### Metal 3, run 1

The bar under the picture is 20 microns long.
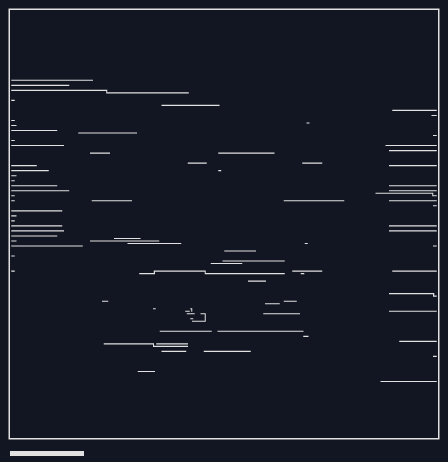
### Cells coloured by class, run 1

Fill, decap, tap and diode cells in grey.
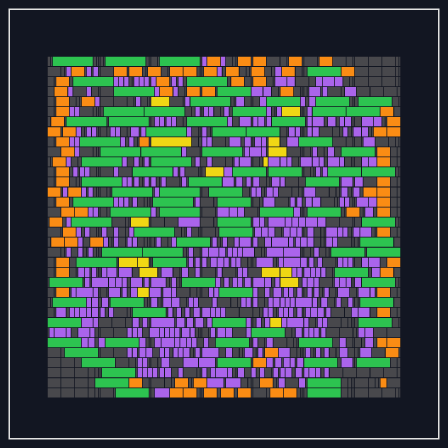
### Metal 2, run 1

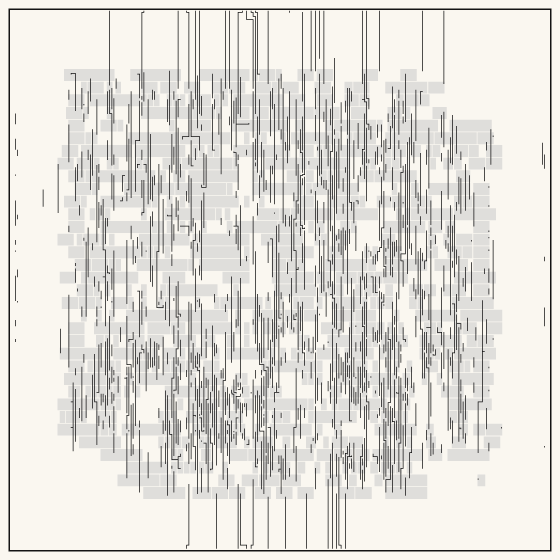
==> src/rtl/jtag_master_seq.sv <==
// jtag_master_seq: command-driven JTAG TAP master that runs TLR, IR-load and DR-shift sequences.
// Define JTAG_MASTER_TRST_EN to add jtag_trst_n, pulsed low for 2 TCK periods at the start of every TLR.
module jtag_master_seq #(
  parameter int IR_W    = 4,
  parameter int DR_MAX  = 32,
  parameter int CLK_DIV = 20,
  localparam int LW     = $clog2(DR_MAX + 1)
) (
  input  logic              internal_clk,
  input  logic              jtag_rstn,
  input  logic              cmd_valid,
  output logic              cmd_ready,
  input  logic [1:0]        cmd_op,
  input  logic [LW-1:0]     cmd_len,
  input  logic [DR_MAX-1:0] cmd_data,
  output logic              rsp_valid,
  output logic [DR_MAX-1:0] rsp_data,
  output logic              rsp_err,
  output logic              busy,
  output logic              jtag_clk,
  output logic              jtag_mode,
  output logic              jtag_digital_input,
`ifdef JTAG_MASTER_TRST_EN
  output logic              jtag_trst_n,
`endif
  input  logic              jtag_digital_output
);

`ifdef JTAG_MASTER_TRST_EN
  localparam int TRST_N = 2;
`else
  localparam int TRST_N = 0;
`endif
  localparam int TLR_N = 6 + TRST_N;
  localparam int CW    = $clog2(DR_MAX + TLR_N + 1);
  localparam int DW    = $clog2(2 * CLK_DIV);

  // Each state is named after the TAP state seen at the TCK rising edge of its period(s).
  typedef enum logic [3:0] {
    S_POR_TLR, S_IDLE, S_TLR, S_RTI, S_SEL_DR, S_SEL_IR,
    S_CAPTURE, S_SHIFT, S_EXIT1, S_UPDATE, S_DONE
  } state_t;

  state_t            state_q, state_d;
  logic [CW-1:0]     cnt_q, cnt_d;
  logic [CW-1:0]     len_q, len_d;
  logic [DW-1:0]     div_q, div_d;
  logic              tck_q, tck_d;
  logic              is_ir_q, is_ir_d;
  logic              rsp_valid_q, rsp_valid_d;
  logic              rsp_err_q, rsp_err_d;
  logic [DR_MAX-1:0] rsp_data_q, rsp_data_d;
  logic [DR_MAX-1:0] sh_q, sh_d;

  logic accept, in_period, rise, period_end;

  assign accept     = cmd_valid & (state_q == S_IDLE);
  assign in_period  = (state_q != S_IDLE) && (state_q != S_DONE);
  assign rise       = in_period && (div_q == DW'(CLK_DIV - 1));
  assign period_end = in_period && (div_q == DW'(2 * CLK_DIV - 1));

  always_ff @(posedge internal_clk or negedge jtag_rstn) begin
    if (!jtag_rstn) begin
      state_q     <= S_POR_TLR;
      cnt_q       <= '0;
      len_q       <= '0;
      div_q       <= '0;
      tck_q       <= 1'b0;
      is_ir_q     <= 1'b0;
      rsp_valid_q <= 1'b0;
      rsp_err_q   <= 1'b0;
      rsp_data_q  <= '0;
    end else begin
      state_q     <= state_d;
      cnt_q       <= cnt_d;
      len_q       <= len_d;
      div_q       <= div_d;
      tck_q       <= tck_d;
      is_ir_q     <= is_ir_d;
      rsp_valid_q <= rsp_valid_d;
      rsp_err_q   <= rsp_err_d;
      rsp_data_q  <= rsp_data_d;
    end
  end

  always_ff @(posedge internal_clk) begin
    sh_q <= sh_d;
  end

  always_comb begin
    state_d = state_q;
    cnt_d   = cnt_q;
    case (state_q)
      S_IDLE: begin
        if (accept) begin
          cnt_d = '0;
          case (cmd_op)
            2'd0:       state_d = S_TLR;
            2'd1, 2'd2: state_d = S_RTI;
            default:    state_d = S_DONE;
          endcase
        end
      end
      S_DONE: begin
        if (div_q == DW'(CLK_DIV)) state_d = S_IDLE;
      end
      default: begin
        if (period_end) begin
          cnt_d = '0;
          case (state_q)
            S_POR_TLR, S_TLR: begin
              if (cnt_q == CW'(TLR_N - 1))
                state_d = (state_q == S_POR_TLR) ? S_IDLE : S_DONE;
              else
                cnt_d = cnt_q + 1'b1;
            end
            S_RTI:     state_d = S_SEL_DR;
            S_SEL_DR:  state_d = is_ir_q ? S_SEL_IR : S_CAPTURE;
            S_SEL_IR:  state_d = S_CAPTURE;
            S_CAPTURE: state_d = (len_q == '0) ? S_EXIT1 : S_SHIFT;
            S_SHIFT: begin
              if (cnt_q == len_q - 1'b1) state_d = S_EXIT1;
              else                       cnt_d   = cnt_q + 1'b1;
            end
            S_EXIT1:   state_d = S_UPDATE;
            S_UPDATE:  state_d = S_DONE;
            default:   state_d = S_IDLE;
          endcase
        end
      end
    endcase
  end

  always_comb begin
    div_d       = '0;
    tck_d       = 1'b0;
    len_d       = len_q;
    is_ir_d     = is_ir_q;
    sh_d        = sh_q;
    rsp_data_d  = rsp_data_q;
    rsp_err_d   = rsp_err_q;
    rsp_valid_d = 1'b0;
    if (state_q == S_IDLE) begin
      if (accept) begin
        is_ir_d    = (cmd_op == 2'd1);
        sh_d       = cmd_data;
        rsp_data_d = '0;
        rsp_err_d  = (cmd_op == 2'd3) || ((cmd_op == 2'd2) && (cmd_len > LW'(DR_MAX)));
        if (cmd_op == 2'd1)             len_d = CW'(IR_W);
        else if (cmd_len > LW'(DR_MAX)) len_d = CW'(DR_MAX);
        else                            len_d = CW'(cmd_len);
        // Reserved op: skip straight to the response cycle of DONE.
        if (cmd_op == 2'd3) begin
          div_d       = DW'(CLK_DIV);
          rsp_valid_d = 1'b1;
        end
      end
    end else if (state_q == S_DONE) begin
      div_d       = (div_q == DW'(CLK_DIV)) ? '0 : div_q + 1'b1;
      rsp_valid_d = (div_q == DW'(CLK_DIV - 1));
    end else begin
      div_d = period_end ? '0 : div_q + 1'b1;
      tck_d = rise | (tck_q & ~period_end);
      if ((state_q == S_SHIFT) && rise && jtag_digital_output)
        rsp_data_d = rsp_data_q | (DR_MAX'(1) << cnt_q);
      if ((state_q == S_SHIFT) && period_end)
        sh_d = sh_q >> 1;
    end
  end

  always_comb begin
    jtag_mode          = 1'b0;
    jtag_digital_input = 1'b0;
    case (state_q)
      S_POR_TLR, S_TLR: jtag_mode = (cnt_q != CW'(TLR_N - 1));
      S_RTI:            jtag_mode = 1'b1;
      S_SEL_DR:         jtag_mode = is_ir_q;
      S_CAPTURE:        jtag_mode = (len_q == '0);
      S_SHIFT: begin
        jtag_mode          = (cnt_q == len_q - 1'b1);
        jtag_digital_input = sh_q[0];
      end
      S_EXIT1:          jtag_mode = 1'b1;
      default:          ;
    endcase
  end

`ifdef JTAG_MASTER_TRST_EN
  assign jtag_trst_n = !(((state_q == S_POR_TLR) || (state_q == S_TLR)) && (cnt_q < CW'(TRST_N)));
`endif

  assign cmd_ready = (state_q == S_IDLE);
  assign busy      = ~cmd_ready;
  assign jtag_clk  = tck_q;
  assign rsp_valid = rsp_valid_q;
  assign rsp_data  = rsp_data_q;
  assign rsp_err   = rsp_err_q;

endmodule

==> config.mk <==
export PLATFORM = sky130hd
export DESIGN_NAME = jtag_master_seq
export DESIGN_NICKNAME = d
export VERILOG_FILES = /design/src/rtl/jtag_master_seq.sv
export SDC_FILE = /design/constraint.sdc
export NUM_CORES = 1
export LEC_CHECK = 0
export ABC_AREA = 1
export ABC_CLOCK_PERIOD_IN_PS = 4150
export CAP_MARGIN = 20
export CORE_MARGIN = 10
export CORE_UTILIZATION = 54
export DETAILED_ROUTE_END_ITERATION = 10
export PLACE_DENSITY_LB_ADDON = 0.12
export REMOVE_ABC_BUFFERS = 1
export SLEW_MARGIN = 0
export SYNTH_ARGS = -nofsm -noshare
export SYNTH_HDL_FRONTEND = slang
export SYNTH_SLANG_ARGS = --single-unit
==> constraint.sdc <==
create_clock -name internal_clk -period 4.15 [get_ports internal_clk]
set_input_delay 0.6225 -clock internal_clk [delete_from_list [all_inputs] [get_ports internal_clk]]
set_output_delay 0.6225 -clock internal_clk [all_outputs]
set_load 0.02 [all_outputs]
==> impl_metrics.csv, run 1 <==
group,metric,value,unit
layout,instances_no_fill,783,
timing,worst_case_setup_margin_in_the_final_layout,1.09,ns
grt,grt_antenna_before_repair,0,
logic_synthesis,post_synth_mux_area_share,0,%
worst_setup_path,timing.rr.start,"state_q[2]",
flow_run,tool_warnings,33,
detailed_routing,met1_length,5.12,mm
logic_synthesis,xor_xnor_portion_of_the_synthesized_cell_area,1.06,%
placement,place_area,5810,sq um
power,power_of_the_clock_network,622,uW
detailed_routing,topRoutingLayerUsed,"met4",
floorplan,chipWidth,116,microns
clock_tree,clk_latency,0.36,ns
logic_synthesis,yosys.cell_types.count,32,
logic_synthesis,synthAdderAreaFrac,3.27,%
layout,inverters,42,
logic_synthesis,yosys.area_share.simple,29.7,%
layout,layout.clock.cell_area_share,3.35,%
placement,gpl.final_weighted_congestion,0.876,
worst_setup_path,crit_path_cell_trace,"inv_1, ha_1, nand2_1, nor2_1, nor2_1, nor2_1, nand4_1, nand4_1, clkdlybuf4s50_1",
outcome,status,"complete, no violations",
timing,max-slew-margin-rel,32.9,%
grt,top_usage_layer,"met2",
timing,fmaxAchievable,0.326,GHz
worst_setup_path,cp-startpoint,"len_q[0]",
placement,place_hpwl,8.38,mm
timing,finalSetupTns,0,ns
grt,grt_pass1_wl,19.8,mm
timing,setup_viol,0,
layout,drive_gt1_share,13.3,%
worst_setup_path,cp_slowest_stage_delay,0.61,ns
logic_synthesis,ys_cells,596,
logic_synthesis,synthFlopType,"dfrtp_1",
grt,globalRouteMet1Util,23.2,%
Back to the opening pictures, 'Metal 3':
The layer carries 773 microns of wire. The layer holds 6.7% of the routed length. The longest straight run is 25.8 microns. 75 nets have wire on it.
Via Count: 4,160
met3 Track Usage GR: 4.55%
routed wire length: 11.5 mm

Back to the opening pictures, 'Cells coloured by class':
all other logic: in purple, cells 485, share of their area 41%. other buffers and delay cells: in orange, cells 84, share of their area 14%. flip-flops: in green, cells 90, share of their area 41%. clock drivers and dummy loads: in yellow, cells 16, share of their area 3.4%.
final core area utilization: 67.9%
Seq/total area: 40.1%
core area: 8850 sq um

Back to the opening pictures, 'Metal 2':
The wires run mostly vertical. 573 nets have wire on it. The layer carries 5,490 microns of wire.
GR Util met2: 28.9%

==> run 1: cells in the mapped netlist (5+ instances only) <==
library cell	n	area (sq um)
buf_6	7	78.8
nor2_1	59	221
nand3_1	39	195
ha_1	13	163
edfxtp_1	32	961
nand4_1	6	37.5
buf_2	6	30.0
nor3_1	10	50.1
o21ai_0	41	205
dfrtp_1	58	1450
xor2_1	5	43.8
nand2_2	23	144
o21ai_2	34	298
a21oi_1	5	25.0
inv_1	36	135
nand2_1	191	717
clkbuf_1	8	30.0
==> run 1: worst register-to-register path, cell delays in order (launching register included) <==
cell and delay [ns]:
dfrtp_1 0.48, nor2_4 0.21, nand3_4 0.27, inv_4 0.40, nand2_2 0.11, nand2_2 0.10
a21oi_2 0.05, nand2_4 0.67, nand2_1 0.21, o21ai_2 0.10
### Cell placement, run 1

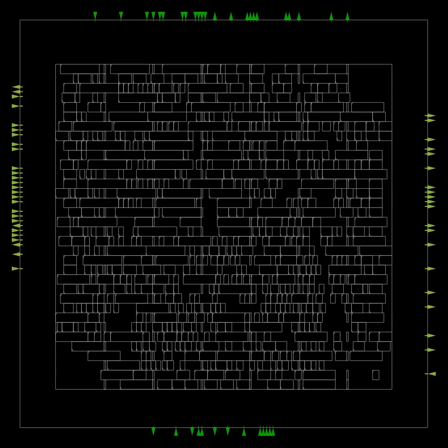

## Run 2: what changed since run 1
--- a/config.mk
+++ b/config.mk
@@ -6,10 +6,10 @@
 export NUM_CORES = 1
 export LEC_CHECK = 0
 export ABC_AREA = 1
-export ABC_CLOCK_PERIOD_IN_PS = 4150
+export ABC_CLOCK_PERIOD_IN_PS = 2600
 export CAP_MARGIN = 20
 export CORE_MARGIN = 10
-export CORE_UTILIZATION = 54
+export CORE_UTILIZATION = 49
 export DETAILED_ROUTE_END_ITERATION = 10
 export PLACE_DENSITY_LB_ADDON = 0.12
 export REMOVE_ABC_BUFFERS = 1
==> constraint.sdc (replaced) <==
create_clock -name internal_clk -period 2.6 [get_ports internal_clk]
set_input_delay 0.39 -clock internal_clk [delete_from_list [all_inputs] [get_ports internal_clk]]
set_output_delay 0.39 -clock internal_clk [all_outputs]
set_load 0.02 [all_outputs]
### Cell placement, run 2

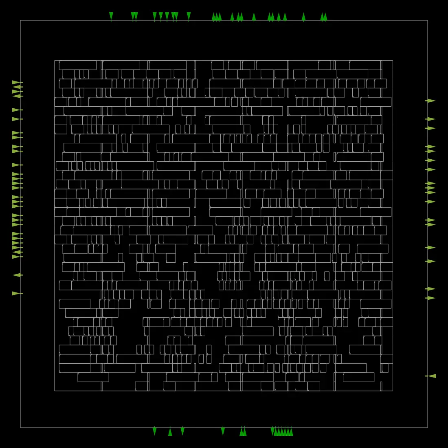
count of flip-flops and latches: 90
cell row count: 36
non-filler instance count after layout: 821
total number of tap cells: 133
count of fill cells added during filler insertion: 870

==> impl_metrics.csv, run 2 <==
group,metric,value,unit
logic_synthesis,top_cell,"nand2_1",
flow_run,tool_warnings,33,
logic_synthesis,yosys.cell_types.count,32,
logic_synthesis,ys_top_cells_by_area,"dfrtp_1 29%, edfxtp_1 19%, nand2_1 14%, o21ai_2 6.0%, nor2_1 4.5%",
grt,top_usage_layer,"met2",
floorplan,fp.coreArea,9820,sq um
grt,grt.met3_usage,4.37,%
detailed_routing,drt-total-wl,12.0,mm
placement,gpl.final_weighted_congestion,0.918,
layout,utilization,62.8,%
timing,fmaxAchievable,0.428,GHz
clock_tree,clk_latency,0.37,ns
timing,max-slew-margin-rel,59.4,%
logic_synthesis,dominant_cell_area_share,29.2,%
timing,setup_viol,0,
placement,place_area,5950,sq um
layout,seq_total_area,39.2,%
detailed_routing,topRoutingLayerUsed,"met4",
placement,place_hpwl,8.74,mm
floorplan,chipWidth,121,microns
worst_setup_path,cp_slowest_stage_delay,0.63,ns
logic_synthesis,synth.largest_area_cell,"dfrtp_1",
outcome,status,"complete, no violations",
timing,worst_case_setup_margin_in_the_final_layout,0.262,ns
logic_synthesis,common_cells,"191 x nand2_1, 59 x nor2_1, 58 x dfrtp_1, 41 x o21ai_0, 39 x nand3_1",
timing,finalSetupTns,0,ns
logic_synthesis,ys_cells,596,
grt,grt_antenna_before_repair,0,
worst_setup_path,crit_path_cell_trace,"nor2_4, nand3_4, inv_4, clkdlybuf4s50_1",
detailed_routing,met1_length,5.51,mm
grt,groute.layer.met2.usage,27.6,%
detailed_routing,routed-via-count,4141,
layout,layout.clock.cell_area_share,3.21,%
grt,grt_pass1_wl,20.0,mm
layout,drive_gt1_share,15.4,%
### I/O nets highlighted, run 2

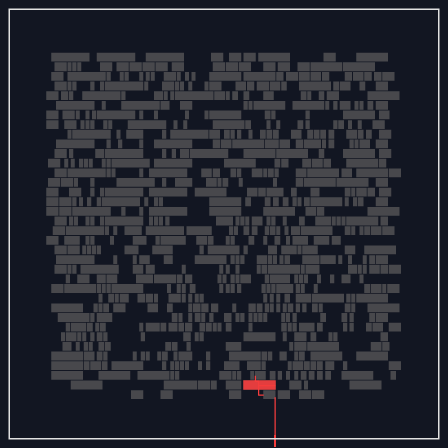
`rsp_err`: in red, bits 1, direction output, edge bottom, end cells 1, wire 23.4 microns.
I/O Buffers: 82
num ports: 83

## run 2: cell counts after synthesis
Identical to the previous run, type by type.
## run 2: final timing paths
path | to | from | slack (ns)
max reg2reg | rsp_data[31] | state_q[1] | 0.48
min in group asynchronous | rsp_data[27] | jtag_rstn | 0.51
max in group asynchronous | rsp_data[4] | jtag_rstn | 1.45
max | cmd_ready | state_q[2] | 0.26
min reg2reg | div_q[0] | div_q[0] | 0.48
min | div_q[0] | div_q[0] | 0.48
## run 2: logic make-up (layout without fill, tap and decap cells)
family                   after synthesis  count (layout)  synth area share (%)
buffers and inverters                 63             155                  6.02
adder cells (fa/ha/maj)               13              13                  3.27
XOR/XNOR                               6               6                  1.06
flip-flops                            90              90                  48.5
AND-OR/OR-AND                         85              85                  11.4
AND/OR/NAND/NOR                      339             339                  29.7
Power is estimated from default activity; no workload was simulated.
